--- config.mk ---
export PLATFORM = sky130hd
export DESIGN_NAME = seg7_scan_display
export DESIGN_NICKNAME = d
export VERILOG_FILES = /design/src/rtl/seg7_scan_display.sv
export SDC_FILE = /design/constraint.sdc
export NUM_CORES = 1
export LEC_CHECK = 0
export CAP_MARGIN = 10
export CORE_UTILIZATION = 55
export CTS_BUF_LIST = sky130_fd_sc_hd__clkbuf_8
export DETAILED_ROUTE_END_ITERATION = 10
export PLACE_DENSITY = 0.9
export SYNTH_ARGS = -nofsm -noshare
export SYNTH_HDL_FRONTEND = slang
export SYNTH_SLANG_ARGS = --single-unit
--- constraint.sdc ---
create_clock -name clk -period 6.04 [get_ports clk]
set_input_delay 1.208 -clock clk [delete_from_list [all_inputs] [get_ports clk]]
set_output_delay 1.208 -clock clk [all_outputs]
set_load 0.05 [all_outputs]
--- src/rtl/seg7_scan_display.sv ---
// seg7_scan_display: 4-digit multiplexed common-anode hex display with frame snapshot,
// leading-zero blanking and whole-display blink while the wrap flag is set.
module seg7_scan_display #(
    parameter int REFRESH_DIV  = 100000,
    parameter int BLINK_FRAMES = 125
) (
    input  logic        clk,
    input  logic        rst_n,
    input  logic [15:0] value,
    input  logic        flag,
    input  logic        blank_lz,
    input  logic [3:0]  dp_in,
    output logic [3:0]  an,
    output logic [7:0]  seg,
    output logic        frame_start
);
    localparam int PW = (REFRESH_DIV > 1) ? $clog2(REFRESH_DIV) : 1;
    localparam int BW = $clog2(BLINK_FRAMES + 1);
    localparam logic [6:0] FONT [16] = '{7'h3F, 7'h06, 7'h5B, 7'h4F, 7'h66, 7'h6D, 7'h7D, 7'h07,
                                         7'h7F, 7'h6F, 7'h77, 7'h7C, 7'h39, 7'h5E, 7'h79, 7'h71};
    logic [PW-1:0] r_presc;
    logic [1:0]    r_idx;
    logic [15:0]   r_val;
    logic          r_blz;
    logic [3:0]    r_dp;
    logic [BW-1:0] r_bcnt;
    logic          r_ph;
    logic          r_hide;
    logic          w_tick;
    logic          w_snap;
    logic [1:0]    w_nidx;
    logic [15:0]   w_val;
    logic          w_blz;
    logic [3:0]    w_dp;
    logic          w_hide;
    logic [3:0]    w_nib;
    logic          w_blank;
    logic [BW-1:0] w_bcnt_inc;
    logic          w_bwrap;
    // The digit shown first in a new frame is decoded from the live inputs, so
    // every source below falls through to them on the snapshot edge.
    always_comb begin
        w_tick     = r_presc == PW'(REFRESH_DIV - 1);
        w_snap     = w_tick && r_idx == 2'd3;
        w_nidx     = r_idx + 2'd1;
        w_val      = w_snap ? value : r_val;
        w_blz      = w_snap ? blank_lz : r_blz;
        w_dp       = w_snap ? dp_in : r_dp;
        w_hide     = w_snap ? (flag & r_ph) : r_hide;
        w_nib      = w_val[{w_nidx, 2'b00} +: 4];
        w_blank    = w_blz && (w_nidx == 2'd1 ? w_val[15:4] == 12'd0 :
                               w_nidx == 2'd2 ? w_val[15:8] == 8'd0 :
                               w_nidx == 2'd3 ? w_val[15:12] == 4'd0 : 1'b0);
        w_bcnt_inc = r_bcnt + 1'b1;
        w_bwrap    = w_bcnt_inc == BW'(BLINK_FRAMES);
    end
    always_ff @(posedge clk or negedge rst_n) begin
        if (!rst_n) begin
            r_presc     <= '0;
            r_idx       <= 2'd3;
            r_val       <= '0;
            r_blz       <= 1'b0;
            r_dp        <= '0;
            r_bcnt      <= '0;
            r_ph        <= 1'b0;
            r_hide      <= 1'b0;
            an          <= 4'hF;
            seg         <= 8'hFF;
            frame_start <= 1'b0;
        end else begin
            r_presc     <= w_tick ? '0 : r_presc + 1'b1;
            frame_start <= w_snap;
            if (w_tick) begin
                r_idx <= w_nidx;
                an    <= w_hide ? 4'hF : ~(4'b0001 << w_nidx);
                seg   <= {~w_dp[w_nidx], w_blank ? 7'h7F : ~FONT[w_nib]};
            end
            // Visibility of a frame uses the phase held before this frame is counted.
            if (w_snap) begin
                r_val  <= value;
                r_blz  <= blank_lz;
                r_dp   <= dp_in;
                r_hide <= flag & r_ph;
                r_bcnt <= (!flag || w_bwrap) ? '0 : w_bcnt_inc;
                r_ph   <= flag && (r_ph ^ w_bwrap);
            end
        end
    end
endmodule

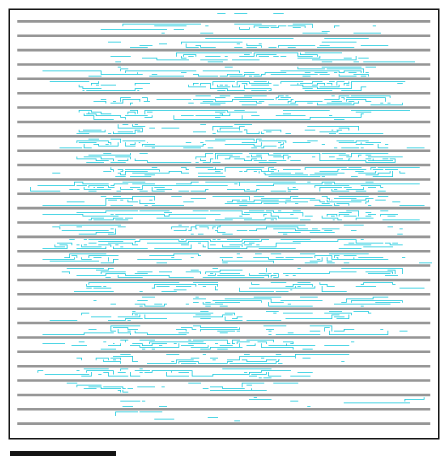
Figure 1: run 1, signal wires on met1.
Scale bar: 20 um. Supply wires on this layer in grey.
wire length on this layer = 3,370 um
share of all routed wire = 43%
met1 Usage GRT: 32.6%
final WL: 7930 um
Vias: 2,795

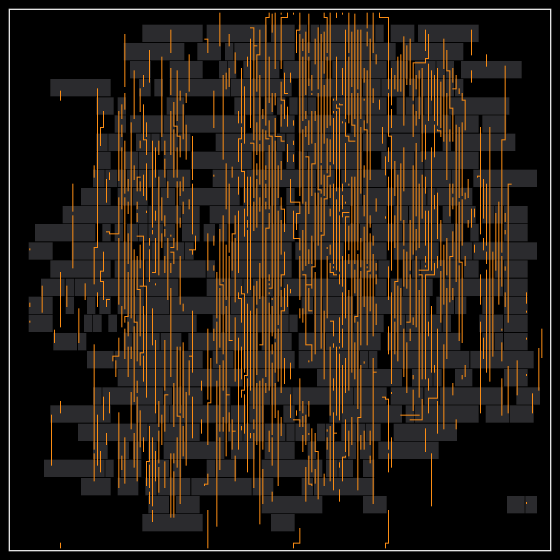
Figure 2: run 1, signal wires on met2.
nets with wire on the layer = 351
main direction = vertical
wire length on this layer = 3,930 um
share of all routed wire = 50%
met2 global-route usage: 41.9%

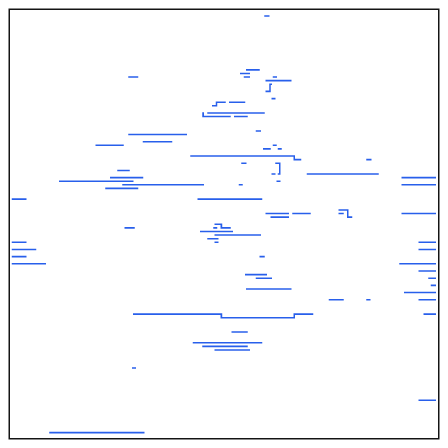
Figure 3: run 1, metal 3.
share of all routed wire = 4.6%
nets with wire on the layer = 55
longest straight run = 19.5 um
wire length on this layer = 364 um
GR met3 Demand/Resource: 5.17%

==> run 1: worst paths after layout <==
path                            startpoint           to  slack, ns  cells after the start
worst max-delay path            r_presc[0]       seg[6]       2.42                     11
worst min-delay path               r_dp[2]      r_dp[2]       0.48                      2
min in group asynchronous            rst_n  r_presc[16]       1.02                      2
worst min register to register     r_dp[2]      r_dp[2]       0.48                      2
max in group asynchronous            rst_n   r_presc[9]       4.52                      2
worst max register to register  r_presc[0]       seg[6]       2.42                     11
==> run 1: critical path: cells and delay by family (launching register included) <==
family,cells,cell delay [ns]
multiplexers,3,1.32
adder cells (fa/ha/maj),2,0.54
AND/OR/NAND/NOR,3,0.81
AND-OR/OR-AND,2,0.27
flip-flops,1,0.41
buffers and inverters,1,0.18
==> run 1: logic make-up after synthesis <==
group           Yosys count  share of synthesized area (%)
compound gates           46                           8.59
flops                    62                           45.7
fa+ha+maj                13                           4.73
buf+inv                  28                           3.60
xor+xnor                 18                           4.59
mux                      23                           10.2
simple gates            160                           22.7
==> run 1: area by class of cell <==
type / instances / area share [%]
sequential: 62 / 39.1
tap: 75 / 2.34
timing repair buffer: 38 / 9.23
clock buffer: 10 / 3.43
clock inverter: 6 / 1.22
multi-input combinational: 260 / 43.4
inverter: 13 / 1.22
==> run 1: per-stage QoR <==
stage               hold WS (ns)  std cells  cell area (um2)
floorplan                  0.429        350             3440
global placement           0.443        448             3820
detailed placement         0.454        448             3820
CTS                        0.473        464             4010
global route               0.497        464             4010
finish                     0.476        464             4010
==> run 1: flip-flops by register name, summed over array words and instances, names as in the netlist <==
name         cells
r_ph             1
seg              8
an               4
r_presc         17
r_bcnt           7
r_dp             4
r_blz            1
r_hide           1
r_val           16
frame_start      1
r_idx            2
==> impl_metrics.json, run 1 <==
{
  "yosys_area_um2": 3440,
  "ys_ff": 62,
  "slowest_delay_ns": 0.57,
  "leakage_nw": 1.70,
  "die_y_um": 81.0,
  "tightest_slew_ns": 0.899,
  "p_total_w": 0.000794,
  "setup_tns_ns": 0,
  "cts_max_level": 3,
  "setup_viol": 0,
  "vdd_drop_max_mv": 0.135,
  "pre_cts_ws_ns": 2.35,
  "grt_pass1_vias": 2604,
  "post_synth_num_cell_types": 53,
  "top_cell": "nand2_1",
  "max_freq_mhz": 277,
  "power_frac_comb_pct": 3.6,
  "path_clk_slew_ns": 0.07,
  "final_cell_mix": "nand2_1, dfrtp_1, clkdlybuf4s50_1",
  "area_growth_pct": 16.8,
  "place.gp.congestion": 0.890,
  "comb_area_um2": 1740,
  "post-dp-hpwl_um": 5290,
  "postCtsSetupRepairBufs": 0,
  "async_flop_share_pct": 100,
  "syn_avg_cell_area_um2": 9.82,
  "comb_power_w": 0.0000289,
  "fp_util_pct": 57.7,
  "post-route-util_pct": 67.4,
  "cts_tree": "built",
  "top_power_group": "registers",
  "drtIter0Drc": 212,
  "die-width_um": 81.0,
  "lay_top_count": "nand2_1",
  "grt-ovfl-total": 0,
  "placementRows": 28,
  "synth.largest_area_cell": "dfrtp_1",
  "max-cap-violations": 0,
  "wl_met3_um": 363,
  "slew_headroom_pct": 38.4,
  "clk_latency_ns": 0.34,
  "swShare_pct": 21.2,
  "path_cells": "ha_1 > and4_1 > and4_1 > nand2_1 > mux4_2 > mux2i_1 > inv_1 > ha_1 > mux2_2 > a22oi_1 > a21oi_1",
  "top_layer": "met4",
  "final_critical_path_setup_slack_ns": 2.42,
  "netlist_area_um2": 3440,
  "dr.pass1.iters": 4,
  "syn_inst": 350,
  "met1_length_um": 3370,
  "grt_pass1_wl_um": 12600,
  "cts_resized": 0,
  "p_clk_w": 0.000349,
  "yosys_cells": 350,
  "crit_path_start_kind": "flop",
  "yosys_warnings": 0,
  "grt-busiest-layer": "met2",
  "ant_nets": 0,
  "rsz0062_at_grt": "false",
  "hold_viol": 0,
  "status": "finished, final reports clean",
  "p_int_w": 0.000626,
  "post-route-min-period_ns": 3.62,
  "core-area_um2": 5960,
  "antenna_found_initial": 0,
  "wl_per_cell_um": 17.1,
  "grt_use_total_pct": 25.9,
  "synth-edff-count": 0,
  "nNetsFinal": 421,
  "arrival_ns": 3.88,
  "common_cells": "nand2_1, dfrtp_1, nor2_1",
  "io_buffer_count": 36,
  "cts_buffers": 9,
  "fillers": 434,
  "p_seq_share_pct": 52.4,
  "finalClockSkew_ns": 0.00765,
  "log.warning_count": 35,
  "synth.area.top_cells": "dfrtp_1, dfstp_2, nand2_1, mux4_2, ha_1",
  "via_per_inst": 6.02,
  "ys_seq_share_pct": 45.7,
  "critPathCaptureType": "flop",
  "n_antenna_cell": 0,
  "clock_sinks": 62,
  "ios": 37
}
Figure 4. Met4 routing (run 1).
Supply wires on this layer in grey.
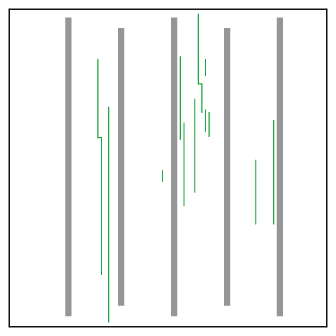

==> run 2, diff against run 1 <==
- CORE_UTILIZATION: 55 -> 53
- PLACE_DENSITY: 0.9 -> 0.91
- clock period: 6.04 -> 3.3 ns (I/O delays scaled with it)
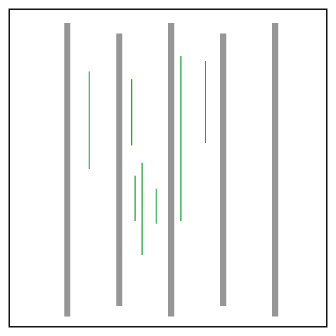
Figure 5: run 2, met4 routing.
Supply wires on this layer in grey.
wire length on this layer = 150 um
main direction = vertical
longest straight run = 42.8 um
nets with wire on the layer = 7
share of all routed wire = 1.9%

==> run 2 against run 1 <==
Effect of this change:
- maximum frequency is 19% higher
- worst hold slack got worse by 0.067 ns
- worst setup slack lost 2.2 ns
- first-iteration DRC count shrank 19%
- count of clock-buffer cells in the layout is 2 higher
- non-clock buffer count is 6 higher
- global-route usage is 0.16 points higher
- synthesized cell count is the same
- cell area rose by 1.3%
- synthesized area is the same
- sequential power up 83%
- clock skew increased by 0.0015 ns
- critical path type unchanged
- critical endpoint unchanged
- largest power group unchanged
- highest routed layer unchanged
==> impl_metrics.json, run 2 <==
{
  "status": "finished, final reports clean",
  "syn_inst": 350,
  "arrival_ns": 3.31,
  "setup_tns_ns": 0,
  "n_all_inverters": 13,
  "fp_util_pct": 56.4,
  "nNetsFinal": 427,
  "slowest_delay_ns": 0.53,
  "grt_use_total_pct": 26.0,
  "final_cell_mix": "nand2_1, dfrtp_1, clkdlybuf4s50_1",
  "flop-count": 62,
  "crit_path_start": "r_presc[0]",
  "reg_top3": "r_presc: 17 flops, r_val: 16 flops, seg: 8 flops",
  "antenna_found_initial": 0,
  "async_flop_share_pct": 100,
  "die_y_um": 82.5,
  "placementRows": 28,
  "synth.area.top_cells": "dfrtp_1, dfstp_2, nand2_1, mux4_2, ha_1",
  "top_cell": "nand2_1",
  "grt_pass1_wl_um": 12900,
  "max_freq_mhz": 329,
  "well_tap_count": 75,
  "rr_startpoint": "r_presc[0]",
  "leakage_nw": 1.72,
  "common_cells": "nand2_1, dfrtp_1, nor2_1",
  "largest_reg_flops": 17,
  "drtIter0Drc": 172,
  "die-width_um": 82.5,
  "path_clk_slew_ns": 0.07,
  "postCtsSetupRepairBufs": 0,
  "cts_tree": "built",
  "ys_seq_share_pct": 45.7,
  "n_antenna_cell": 0,
  "vias": 2795,
  "largest_class": "multi-input combinational cells",
  "max-cap-violations": 0,
  "final_area_um2": 4060,
  "grt-ovfl-total": 0,
  "clock_sinks": 62,
  "hold-worst-slack_ns": 0.409,
  "crit_path_start_kind": "flop",
  "post_synth_num_cell_types": 53,
  "rsz0062_at_grt": "false",
  "via_per_inst": 5.95,
  "grt_max_degree": 40,
  "clock_area_share_pct": 4.59,
  "area_growth_pct": 18.3,
  "cts_buffers": 9,
  "fillers": 449,
  "place.gp.congestion": 0.885,
  "bufAreaShareNonClock_pct": 10.2,
  "place_area_um2": 3870,
  "setup_viol": 0,
  "r2r_cells": 11,
  "sh_seq_area_pct": 38.6,
  "tightest_slew_ns": 0.838,
  "yosys_warnings": 0,
  "post-route-util_pct": 66.7,
  "yosys_area_um2": 3440,
  "critPathCaptureType": "flop",
  "ios": 37,
  "core-area_um2": 6100,
  "clockBufferCount": 12,
  "log.warning_count": 35,
  "cts_max_level": 3,
  "slew_headroom_pct": 44.2,
  "synth-edff-count": 0,
  "post-dp-hpwl_um": 5450,
  "ant_nets": 0,
  "grt_pass1_vias": 2792,
  "signal_buffers": 44,
  "lay_top_count": "nand2_1",
  "path_cells": "ha_1 > and4_2 > and4_1 > nand2_2 > mux4_2 > mux2i_1 > inv_1 > ha_1 > mux2_2 > a22oi_1 > a21oi_1",
  "finalWirelength_um": 7750,
  "netlist_area_um2": 3440,
  "post-route-min-period_ns": 3.04,
  "io_buffer_count": 36,
  "p_total_w": 0.00145,
  "wl_per_cell_um": 16.5,
  "vdd_drop_max_mv": 0.330,
  "largest_register": "r_presc",
  "dr.pass1.iters": 4,
  "ys_ff": 62,
  "yosys_cells": 350,
  "finalClockSkew_ns": 0.00913,
  "sh_comb_area_pct": 43.1,
  "comb_cells": 260
}
run 2: cell counts after synthesis:
Identical to the previous run, type by type.
run 2: through the flow:
| stage | setup WS [ns] | cells |
|---|---|---|
| final | 0.260 | 470 |
| after global placement | 0.250 | 454 |
| after global routing | 0.0231 | 470 |
| after CTS | 0.135 | 470 |
| after detailed placement | 0.170 | 454 |
| after floorplan | 0.129 | 350 |
run 2: power breakdown:
group | total (W) | leakage, nW | internal [W] | switching, W
Sequential | 0.000761 | 0.677 | 0.000761 | 0
Combinational | 0.0000548 | 0.939 | 0.0000287 | 0.0000261
Clock | 0.000630 | 0.0996 | 0.000329 | 0.000302
run 2: layer usage:
metal	vias up	routed length (um)	share of wire, %	global-route usage [%]
met2	100	3800	49	42.3
met5	-	0	0	0
met4	0	150	1.9	11.0
met1	1374	3360	43	31.9
met3	16	435	5.6	8.24
li1	1305	-	-	-
run 2: final timing paths:
check	end	slack (ns)
setup / recovery	seg[6]	0.26
hold / removal	r_presc[14]	0.41
setup reg to reg	seg[6]	0.26
hold reg to reg	r_val[2]	0.47
max in group asynchronous	seg[7]	2.12
min in group clk	r_val[2]	0.47
run 2: cells by family (layout without fill, tap and decap cells):
family          after synthesis  in the layout  share of synthesized area [%]
simple gates                160            160                           22.7
mux                          23             23                           10.2
compound gates               46             46                           8.59
xor+xnor                     18             18                           4.59
buf+inv                      28             73                           3.60
fa+ha+maj                    13             13                           4.73
flops                        62             62                           45.7
run 2: critical path: cells and delay by family (launching register included):
kind,cells,cell delay (ns)
simple gates,3,0.65
flops,1,0.41
buf+inv,1,0.12
compound gates,2,0.28
fa+ha+maj,2,0.50
mux,3,1.00
run 2: repair_timing:
item,in CTS,in global routing
hold endpoints to repair,0,0
endpoints found under the setup margin,0,5
gates resized,0,3
Figure 6. Track usage over the die (run 2).
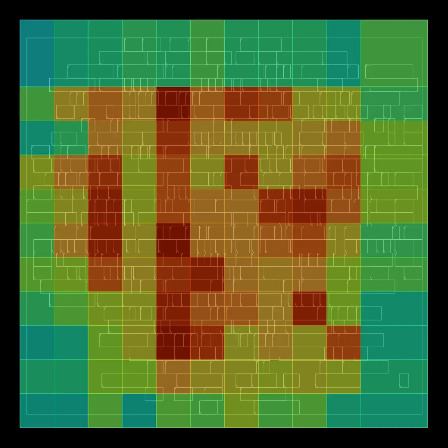

==> run 3, diff against run 2 <==
- CORE_MARGIN: default -> 2
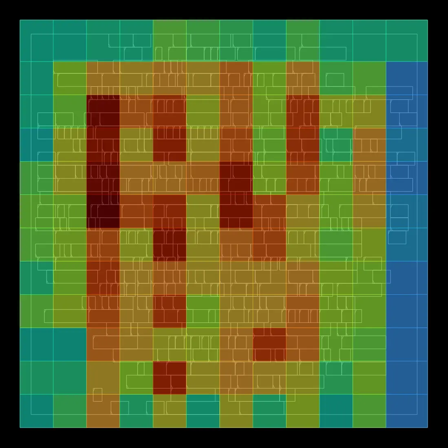
Figure 7: run 3, track usage over the die.
total track usage: 23.7%
GR met3 Demand/Resource: 5.70%
met1 Usage GRT: 32.5%
WL/cell: 16.8 um
met2 global-route usage: 35.3%

==> run 3 against run 2 <==
Effect of this change:
- via count is 0.64% higher
- sequential share of layout area is 0.55 points lower
- clock power is 29% higher
- die area is 4.9% higher
- combinational power is 2% lower
- non-clock buffer count is 1 higher
- maximum frequency is 0.57% higher
- flip-flop count stayed put
- largest power group is now the clock network
==> impl_metrics.json, run 3 <==
{
  "sh_comb_area_pct": 42.3,
  "setup_viol": 0,
  "dr.pass1.iters": 4,
  "post-route-min-period_ns": 3.02,
  "critical_path_depth": 11,
  "fillers": 495,
  "comb_area_um2": 1750,
  "cts_tree": "built",
  "leakage_nw": 1.76,
  "grt-ovfl-total": 0,
  "grt_max_degree": 36,
  "sh_seq_area_pct": 38.1,
  "post_synth_num_cell_types": 53,
  "synth-edff-count": 0,
  "r2r_end": "seg[6]",
  "vdd_drop_max_mv": 0.260,
  "path_cells": "ha_1 > and4_1 > and4_1 > nand2_2 > mux4_2 > mux2i_1 > inv_1 > ha_1 > mux2_2 > a22oi_1 > a21oi_1",
  "finalClockSkew_ns": 0.0126,
  "area_growth_pct": 20.0,
  "path_clk_slew_ns": 0.07,
  "setup_tns_ns": 0,
  "drtIter0Drc": 221,
  "reg_top3": "r_presc: 17 flops, r_val: 16 flops, seg: 8 flops",
  "nNetsFinal": 428,
  "final_cell_mix": "nand2_1, dfrtp_1, clkdlybuf4s50_1",
  "path_class": "flop to flop",
  "crit_path_start": "r_presc[0]",
  "die_y_um": 84.5,
  "well_tap_count": 77,
  "n_all_inverters": 13,
  "largest_class": "multi-input combinational cells",
  "hold-worst-slack_ns": 0.388,
  "io_buffer_count": 36,
  "async_flop_share_pct": 100,
  "arrival_ns": 3.29,
  "critPathBufInv": 1,
  "clockBufferCount": 10,
  "syn_inst": 350,
  "largest_reg_flops": 17,
  "hold_viol": 0,
  "r2r_cells": 11,
  "cts_buffers": 9,
  "tightest_slew_ns": 0.783,
  "comb_cells": 260,
  "status": "finished, final reports clean",
  "ys_ff": 62,
  "n_antenna_cell": 0,
  "cp_max_fo": 8,
  "clock_sinks": 62,
  "clock_area_share_pct": 5.83,
  "fp_util_pct": 54.4,
  "post-dp-hpwl_um": 5570,
  "max-cap-violations": 0,
  "via_per_inst": 5.95,
  "vias": 2813,
  "slew_headroom_pct": 47.8,
  "bufAreaShareNonClock_pct": 10.3,
  "critPathCaptureType": "flop",
  "yosys_warnings": 0,
  "cts_max_level": 3,
  "top_cell": "nand2_1",
  "synth.largest_area_cell": "dfrtp_1",
  "syn_avg_cell_area_um2": 9.82,
  "signal_buffers": 45,
  "antenna_found_initial": 0,
  "ff2ff_setup_slack_ns": 0.28,
  "common_cells": "nand2_1, dfrtp_1, nor2_1",
  "yosys_area_um2": 3440,
  "ys_seq_share_pct": 45.7,
  "finalWirelength_um": 7940,
  "flop-count": 62,
  "clk_latency_ns": 0.35,
  "grt_pass1_wl_um": 13300,
  "place.gp.congestion": 0.910,
  "endpoint": "seg[6]",
  "ios": 37,
  "rsz0062_at_grt": "false",
  "max_freq_mhz": 331,
  "log.warning_count": 35,
  "slowest_delay_ns": 0.55,
  "crit_path_start_kind": "flop",
  "netlist_area_um2": 3440,
  "cp_top_family": "multiplexers",
  "postCtsSetupRepairBufs": 0,
  "lay_top_count": "nand2_1",
  "largest_register": "r_presc",
  "die-width_um": 84.5,
  "synth.area.top_cells": "dfrtp_1, dfstp_2, nand2_1, mux4_2, ha_1"
}
==> run 3: cell counts after synthesis <==
No cell type changed its count.
==> run 3: timing repair <==
action	4_1_cts	5_1_grt
hold buffers	0	0
gates resized	0	1
endpoints found under the setup margin	0	2
==> run 3: metal layers <==
layer  GRT usage, %  part of all wire (%)
met5              0                     0
met4           12.0                   3.5
met2           35.3                    48
met3           5.70                   6.5
met1           32.5                    42
==> run 3: stage by stage <==
stage | setup slack, ns | std cells | area (um2) | utilization [%] | power [W]
6_report | 0.277 | 473 | 4120 | 65.3 | 0.00162
5_1_grt | 0.0500 | 473 | 4120 | 65.3 | 0.00168
4_1_cts | 0.163 | 473 | 4120 | 65.3 | 0.00164
3_5_place_dp | 0.169 | 457 | 3880 | 61.5 | 0.000828
3_3_place_gp | 0.310 | 457 | 3880 | 61.5 | 0.000828
2_1_floorplan | 0.129 | 350 | 3440 | - | 0.000779
==> run 3: worst min-delay path by stage <==
stage / from / slack [ns] / endpoint
2_1_floorplan: rst_n / 0.36 / frame_start
3_3_place_gp: r_dp[0] / 0.45 / r_dp[0]
3_5_place_dp: r_dp[2] / 0.45 / r_dp[2]
4_1_cts: rst_n / 0.40 / r_val[1]
5_1_grt: rst_n / 0.44 / r_bcnt[0]
6_report: rst_n / 0.39 / r_bcnt[0]
==> run 3: kinds of logic after synthesis <==
logic type	synth area share (%)
AND-OR/OR-AND	8.59
XOR/XNOR	4.59
adder cells (fa/ha/maj)	4.73
buffers and inverters	3.60
flip-flops	45.7
multiplexers	10.2
AND/OR/NAND/NOR	22.7
==> run 3: where the power goes <==
| group | switching, W | total [W] | internal (W) |
|---|---|---|---|
| sequential | 0 | 0.000761 | 0.000761 |
| clock | 0.000295 | 0.000810 | 0.000516 |
| combinational | 0.0000258 | 0.0000536 | 0.0000278 |
Power and IR drop assume default switching activity.
